<file path="config.mk">
export PLATFORM = sky130hd
export DESIGN_NAME = ms53l_frame_tx
export DESIGN_NICKNAME = d
export VERILOG_FILES = /design/src/rtl/ms53l_frame_tx.sv
export SDC_FILE = /design/constraint.sdc
export NUM_CORES = 1
export LEC_CHECK = 0
export ABC_CLOCK_PERIOD_IN_PS = 4940
export CELL_PAD_IN_SITES_DETAIL_PLACEMENT = 0
export CELL_PAD_IN_SITES_GLOBAL_PLACEMENT = 1
export CORE_MARGIN = 1.5
export CORE_UTILIZATION = 41
export CTS_CLUSTER_DIAMETER = 60
export DETAILED_ROUTE_END_ITERATION = 10
export PLACE_DENSITY = 0.86
export SETUP_SLACK_MARGIN = 0.15
export SLEW_MARGIN = 20
export SYNTH_ARGS = -nofsm -noshare
export SYNTH_HDL_FRONTEND = slang
export SYNTH_SLANG_ARGS = --single-unit
</file>
<file path="constraint.sdc">
create_clock -name clk -period 4.94 [get_ports clk]
set_input_delay 0.988 -clock clk [delete_from_list [all_inputs] [get_ports clk]]
set_output_delay 0.988 -clock clk [all_outputs]
set_load 0.01 [all_outputs]
</file>
<file path="src/rtl/ms53l_frame_tx.sv">
// MS53L command-frame transmitter.
// Builds header/fields/payload/checksum/CRLF and streams bytes to a UART TX.
module ms53l_frame_tx #(
  parameter int         MAX_DATA    = 4,
  parameter int         GAP_CYCLES  = 4900,
  parameter bit         APPEND_CRLF = 1'b1,
  parameter logic [7:0] HEADER      = 8'h51
) (
  input  logic                  clk,
  input  logic                  rst,
  input  logic                  cmd_valid,
  output logic                  cmd_ready,
  input  logic [7:0]            cmd_type,
  input  logic [15:0]           cmd_addr,
  input  logic [7:0]            cmd_rw,
  input  logic [7:0]            cmd_func,
  input  logic [7:0]            cmd_len,
  input  logic [8*MAX_DATA-1:0] cmd_data,
  input  logic                  tx_busy,
  output logic                  tx_en,
  output logic [7:0]            tx_data,
  output logic                  busy,
  output logic                  frame_done
);

  localparam int CW = (GAP_CYCLES < 2) ? 1 : $clog2(GAP_CYCLES + 1);
  localparam int DW = 8 * MAX_DATA;
  localparam logic [4:0] CRLF_N = APPEND_CRLF ? 5'd2 : 5'd0;
  localparam logic [CW-1:0] GAP_END = CW'(GAP_CYCLES);

  typedef enum logic [1:0] {
    S_IDLE,
    S_WAIT_TX,
    S_GAP
  } state_t;

  state_t          state_q, state_d;
  logic [4:0]      idx_q, idx_d;
  logic [CW-1:0]   cnt_q, cnt_d;
  logic [7:0]      chk_q, chk_d;
  logic [3:0]      len_q, len_d;
  logic [7:0]      type_q, type_d;
  logic [15:0]     addr_q, addr_d;
  logic [7:0]      rw_q, rw_d;
  logic [7:0]      func_q, func_d;
  logic [DW-1:0]   data_q, data_d;
  logic            tx_en_q, tx_en_d;
  logic [7:0]      tx_data_q, tx_data_d;
  logic            done_q, done_d;

  logic [4:0]      nbytes;
  logic [4:0]      chk_idx;
  logic [7:0]      cur_byte;
  logic [3:0]      len_eff;

  assign nbytes  = 5'd8 + {1'b0, len_q} + CRLF_N;
  assign chk_idx = 5'd7 + {1'b0, len_q};
  assign len_eff = (cmd_len > 8'(MAX_DATA)) ? 4'(MAX_DATA)
                                            : cmd_len[3:0];

  // The frame_done cycle still counts as busy so the block frees up after it.
  assign cmd_ready  = (state_q == S_IDLE) && !done_q;
  assign busy       = (state_q != S_IDLE) || done_q;
  assign tx_en      = tx_en_q;
  assign tx_data    = tx_data_q;
  assign frame_done = done_q;

  // Select the frame byte addressed by the current byte index.
  always_comb begin
    cur_byte = 8'h00;
    case (idx_q)
      5'd0: cur_byte = HEADER;
      5'd1: cur_byte = type_q;
      5'd2: cur_byte = addr_q[15:8];
      5'd3: cur_byte = addr_q[7:0];
      5'd4: cur_byte = rw_q;
      5'd5: cur_byte = func_q;
      5'd6: cur_byte = {4'h0, len_q};
      default: begin
        if (idx_q == chk_idx) begin
          cur_byte = chk_q;
        end else if (idx_q == chk_idx + 5'd1) begin
          cur_byte = 8'h0D;
        end else if (idx_q == chk_idx + 5'd2) begin
          cur_byte = 8'h0A;
        end else begin
          for (int i = 0; i < MAX_DATA; i++) begin
            if (idx_q == 5'(7 + i)) begin
              cur_byte = data_q[8*i +: 8];
            end
          end
        end
      end
    endcase
  end

  // Next-state logic: accept, issue bytes, then hold off for the gap.
  always_comb begin
    state_d   = state_q;
    idx_d     = idx_q;
    cnt_d     = cnt_q;
    chk_d     = chk_q;
    len_d     = len_q;
    type_d    = type_q;
    addr_d    = addr_q;
    rw_d      = rw_q;
    func_d    = func_q;
    data_d    = data_q;
    tx_en_d   = 1'b0;
    tx_data_d = tx_data_q;
    done_d    = 1'b0;
    unique case (state_q)
      S_IDLE: begin
        if (cmd_valid && cmd_ready) begin
          type_d  = cmd_type;
          addr_d  = cmd_addr;
          rw_d    = cmd_rw;
          func_d  = cmd_func;
          len_d   = len_eff;
          data_d  = cmd_data;
          idx_d   = 5'd0;
          chk_d   = 8'h00;
          state_d = S_WAIT_TX;
        end
      end
      S_WAIT_TX: begin
        if (!tx_busy) begin
          tx_en_d   = 1'b1;
          tx_data_d = cur_byte;
          idx_d     = idx_q + 5'd1;
          cnt_d     = '0;
          if (idx_q < chk_idx) begin
            chk_d = chk_q + cur_byte;
          end
          state_d = S_GAP;
        end
      end
      S_GAP: begin
        if (cnt_q == GAP_END) begin
          if (idx_q == nbytes) begin
            done_d  = 1'b1;
            idx_d   = 5'd0;
            chk_d   = 8'h00;
            state_d = S_IDLE;
          end else begin
            state_d = S_WAIT_TX;
          end
        end else begin
          cnt_d = cnt_q + 1'b1;
        end
      end
      default: state_d = S_IDLE;
    endcase
  end

  // State and datapath registers; reset discards any frame in flight.
  always_ff @(posedge clk or posedge rst) begin
    if (rst) begin
      state_q   <= S_IDLE;
      idx_q     <= 5'd0;
      cnt_q     <= '0;
      chk_q     <= 8'h00;
      len_q     <= 4'h0;
      type_q    <= 8'h00;
      addr_q    <= 16'h0000;
      rw_q      <= 8'h00;
      func_q    <= 8'h00;
      data_q    <= '0;
      tx_en_q   <= 1'b0;
      tx_data_q <= 8'h00;
      done_q    <= 1'b0;
    end else begin
      state_q   <= state_d;
      idx_q     <= idx_d;
      cnt_q     <= cnt_d;
      chk_q     <= chk_d;
      len_q     <= len_d;
      type_q    <= type_d;
      addr_q    <= addr_d;
      rw_q      <= rw_d;
      func_q    <= func_d;
      data_q    <= data_d;
      tx_en_q   <= tx_en_d;
      tx_data_q <= tx_data_d;
      done_q    <= done_d;
    end
  end

endmodule

</file>
Fig. 1: clock routing
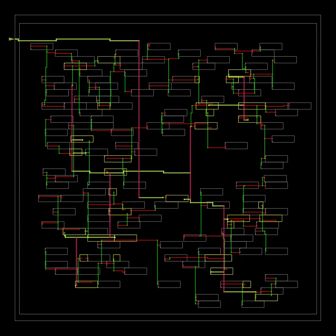
clock tree buffer count of the final layout: 20
number of flip-flops and latches: 114
Layout Skew: 0.00740 ns
total clock buffers created by CTS: 17

Fig. 2: wires at chosen ports, followed through buffers
Bar = 50 µm.
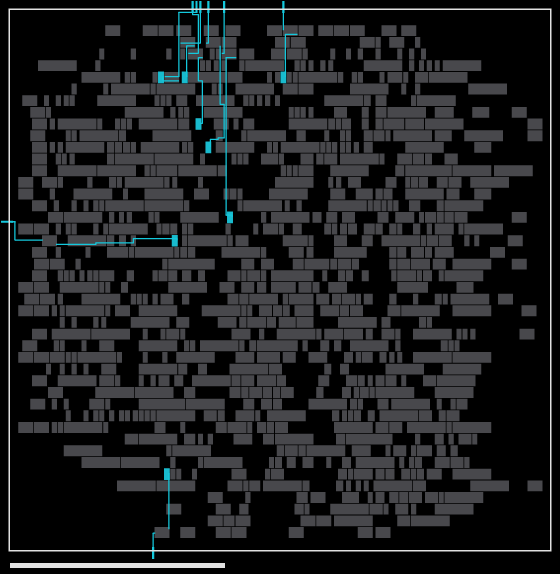
legend:
  cyan:
    port: cmd_rw
    bits: 8
    direction: input
    end_cells: 8
    buffers: 8
    wire: 240 µm

Fig. 3: zoomed window
Window x 11 to 51, y 74 to 114 µm. Cells in gray, sequential cells in the stronger gray; small squares are vias.
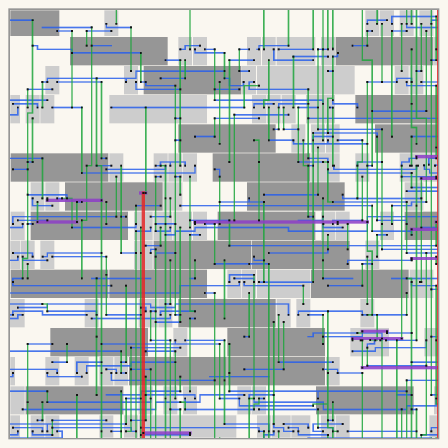
legend:
  red:
    layer: M4
  green:
    layer: M2
  purple:
    layer: M3
  blue:
    layer: M1
most frequent: nand2_1 (68), dfrtp_1 (25), o21ai_0 (8)
netlist names of flops here include: data_q (13), func_q (4), rw_q (4)
cells with their middle in the window: 113
sequential cells in the window: 25

Fig. 4: routed metal, one color a layer
Only two layers are drawn.
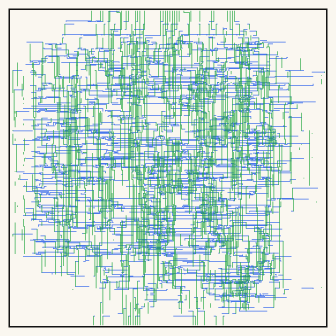
legend:
  green:
    layer: M2
    wire_length: 8,130 µm
  blue:
    layer: M1
    wire_length: 7,330 µm
wire per inst: 16.6 µm
global router's overall resource usage: 22.4%

Fig. 5: sequential cells colored by netlist name
Bar = 50 µm.
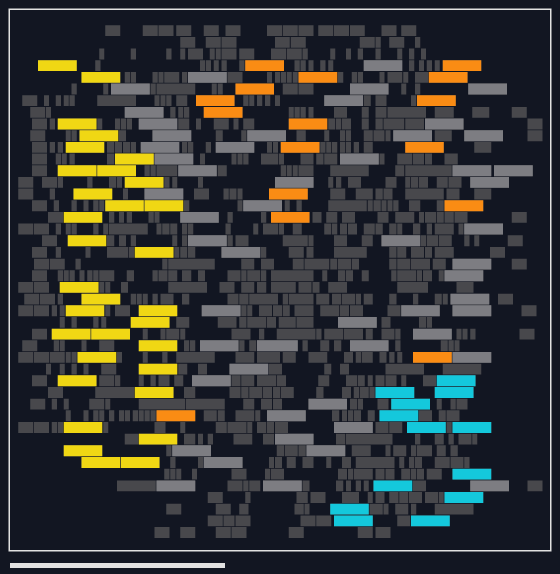
legend:
  orange:
    signal: addr_q
    flops: 16
  cyan:
    signal: cnt_q
    flops: 13
    where: bottom right
  yellow:
    signal: data_q
    flops: 32
Core Util, Final: 54.6%
total area of sequential cells: 0.00285 mm²
sequential cell area share: 35.7%
power of the sequential group: 1.58 mW

==> out/results.txt <==
Critical path, cell by cell: inv_1 > ha_2 > inv_1 > ha_1 > xnor2_2 > a2111o_1 > nand3_2 > nand3_1 > a21oi_1 > o21ai_0 > and2_1 > ha_1 > inv_1 > o21a_1 > o21ai_0 > o211ai_1 > and4_4 > or3_1 > o211ai_1
IR Drop Worst-Case VDD: 275 µV
Max capacitance violation total: 0
Reg power frac: 33.6%
Top logic cells by instance count in the layout: nand2_1, dfrtp_1, clkdlybuf4s50_1
Depth of the critical timing path with buffers and inverters included: 19
Hold Vio Cnt, Final: 0
Switching Share: 37.4%
Worst Min Path Start: data_q[11]$_DFFE_PP0P_
Bufs on Longest Clock Path: 2
Number of antenna repair diodes: 0
Vertical die size: 126 µm
Total Wirelength: 16,700 µm
Number of instances in the placed design: 974
Static leakage: 3.73 nW
Met2 layer wire length in the routed design: 8130 µm
Avg Inst Size Synth: 8.58 µm²
Startpoint kind of the worst setup timing path: register
Routability cong.: 0.944
Highest fanout seen on the critical path: 7
Setup TNS: 0 ns
Area growth syn-to-layout: 29.2%
Most common cell on crit path: inv_1
Required time at the worst-slack endpoint: 5.27 ns
Site row count: 44
Share of synthesized area occupied by flip-flops and latches: 46.1%
First-pass GRT wire length: 27,800 µm
DR WL met3: 871 µm
Cell family with most CP delay: AND-OR/OR-AND gates
Largest net degree at the start of global routing: 84
Global routing met2 resource utilization: 37.1%
Net switching power figure: 1.76 mW
Clk network pwr share: 28.4%
Setup repair after global routing missed its margin: no
Detailed-route via count: 5,470
CTS tree: done
Count of input and output buffers: 95
Depth of the CTS H-tree: 4
Fraction of final layout cells with drive strength greater than 1: 9.48%
Clk sinks: 114
Cell variety after synth: 70
OpenROAD warning count: 32
Clock transition at the registers of the reported paths: 0.06 ns
Crit share post-route: 90.3%
Detail Placement HPWL: 11,700 µm
Warnings, synthesis: 0
Arrival @ worst endpoint: 4.79 ns
Final count of negative-setup-slack endpoints: 0
Number of nets in the finished design: 918
Post-route antenna net violation count: 0
Delay of the slowest cell on the worst path: 0.47 ns
Synthesized registers: 114
Result of the run: finished, final reports clean
Logic cell area: 0.00314 mm²
Ports: 96
Global-route track usage on met1: 28.6%
Clk Latency, worst-skew pair: 0.42 ns
layout make-up:
type | count | share of cell area [%]
tap | 184 | 2.88
clock inverter | 12 | 2.25
sequential | 114 | 35.7
inverter | 19 | 0.955
timing repair buffer | 107 | 13.0
clock buffer | 20 | 5.84
multi-input combinational | 551 | 39.3
power by group through the flow:
stage / clock, mW / combinational (mW) / sequential (mW)
6_report: 1.33 / 1.79 / 1.58
5_1_grt: 1.39 / 2.02 / 1.63
4_1_cts: 1.35 / 1.78 / 1.58
3_5_place_dp: 0 / 1.76 / 1.59
3_3_place_gp: 0 / 1.71 / 1.57
2_1_floorplan: 0 / 1.24 / 1.51
what timing repair did:
action,in CTS,in global routing
resized,0,6
buffers inserted,0,1
hold buffers,0,0
endpoints found under the setup margin,0,1
flip-flops by register name, indices dropped and copies added (netlist names):
name        flops
len_q           4
frame_done      1
func_q          8
cnt_q          13
addr_q         16
rw_q            8
tx_en           1
state_q         2
type_q          8
data_q         32
idx_q           5
chk_q           8
tx_data         8
stage by stage:
step / total power [mW] / cell area, µm² / worst slack (ns) / hold WS [ns]
finish: 4.70 / 7990 / 0.477 / 0.478
detailed placement: 3.35 / 7300 / 0.506 / 0.462
floorplan: 2.75 / 6190 / 0.936 / 0.440
global route: 5.04 / 7990 / 0.145 / 0.493
global placement: 3.28 / 7300 / 0.739 / 0.455
CTS: 4.71 / 7950 / 0.432 / 0.477
worst reg2reg max path, cell delays in order, from the launching register on:
cell      delay [ns]
dfrtp_1         0.47
inv_1           0.13
ha_2            0.42
inv_1           0.07
ha_1            0.25
xnor2_2         0.19
a2111o_1        0.33
nand3_2         0.12
nand3_1         0.13
a21oi_1         0.17
o21ai_0         0.12
and2_1          0.19
ha_1            0.30
inv_1           0.07
o21a_1          0.19
o21ai_0         0.23
o211ai_1        0.22
and4_4          0.25
or3_1           0.34
o211ai_1        0.20
synth_stat cells (3+ instances only):
library cell	n	area share, %
xor2_1	16	2.3
o21ai_1	4	0.32
nor3_1	7	0.57
a21oi_1	16	1.3
o21bai_1	4	0.49
ha_1	23	4.7
o221ai_1	4	0.57
o21ai_0	34	2.7
o22ai_1	5	0.51
and3_1	9	0.91
inv_1	18	1.1
a221oi_1	5	0.71
nor4_1	4	0.40
a222oi_1	4	0.65
a31oi_1	3	0.30
mux2_2	7	1.3
nand4_1	6	0.61
a22oi_1	8	0.97
clkbuf_1	26	1.6
buf_1	3	0.18
nand3_1	12	0.97
nand2b_1	5	0.51
and2_1	9	0.91
nand2_1	261	16
xnor2_1	9	1.3
a22o_1	6	0.85
dfrtp_1	114	46
buf_2	6	0.49
nor2b_1	4	0.40
a221o_1	5	0.81
nor2_1	33	2.0
logic make-up (layout without fill, tap and decap cells):
kind of cell               Yosys count  count (layout)  synth area share [%]
AOI/OAI and AO/OA                  120             120                  13.6
adders and majority gates           24              24                  4.97
and+or+nand+nor                    373             373                  26.3
xor gates and xnor gates            27              27                  4.06
muxes                                7               7                  1.27
buffers and inverters               56             158                  3.70
DFF                                114             114                  46.1
Power and IR drop assume default switching activity.
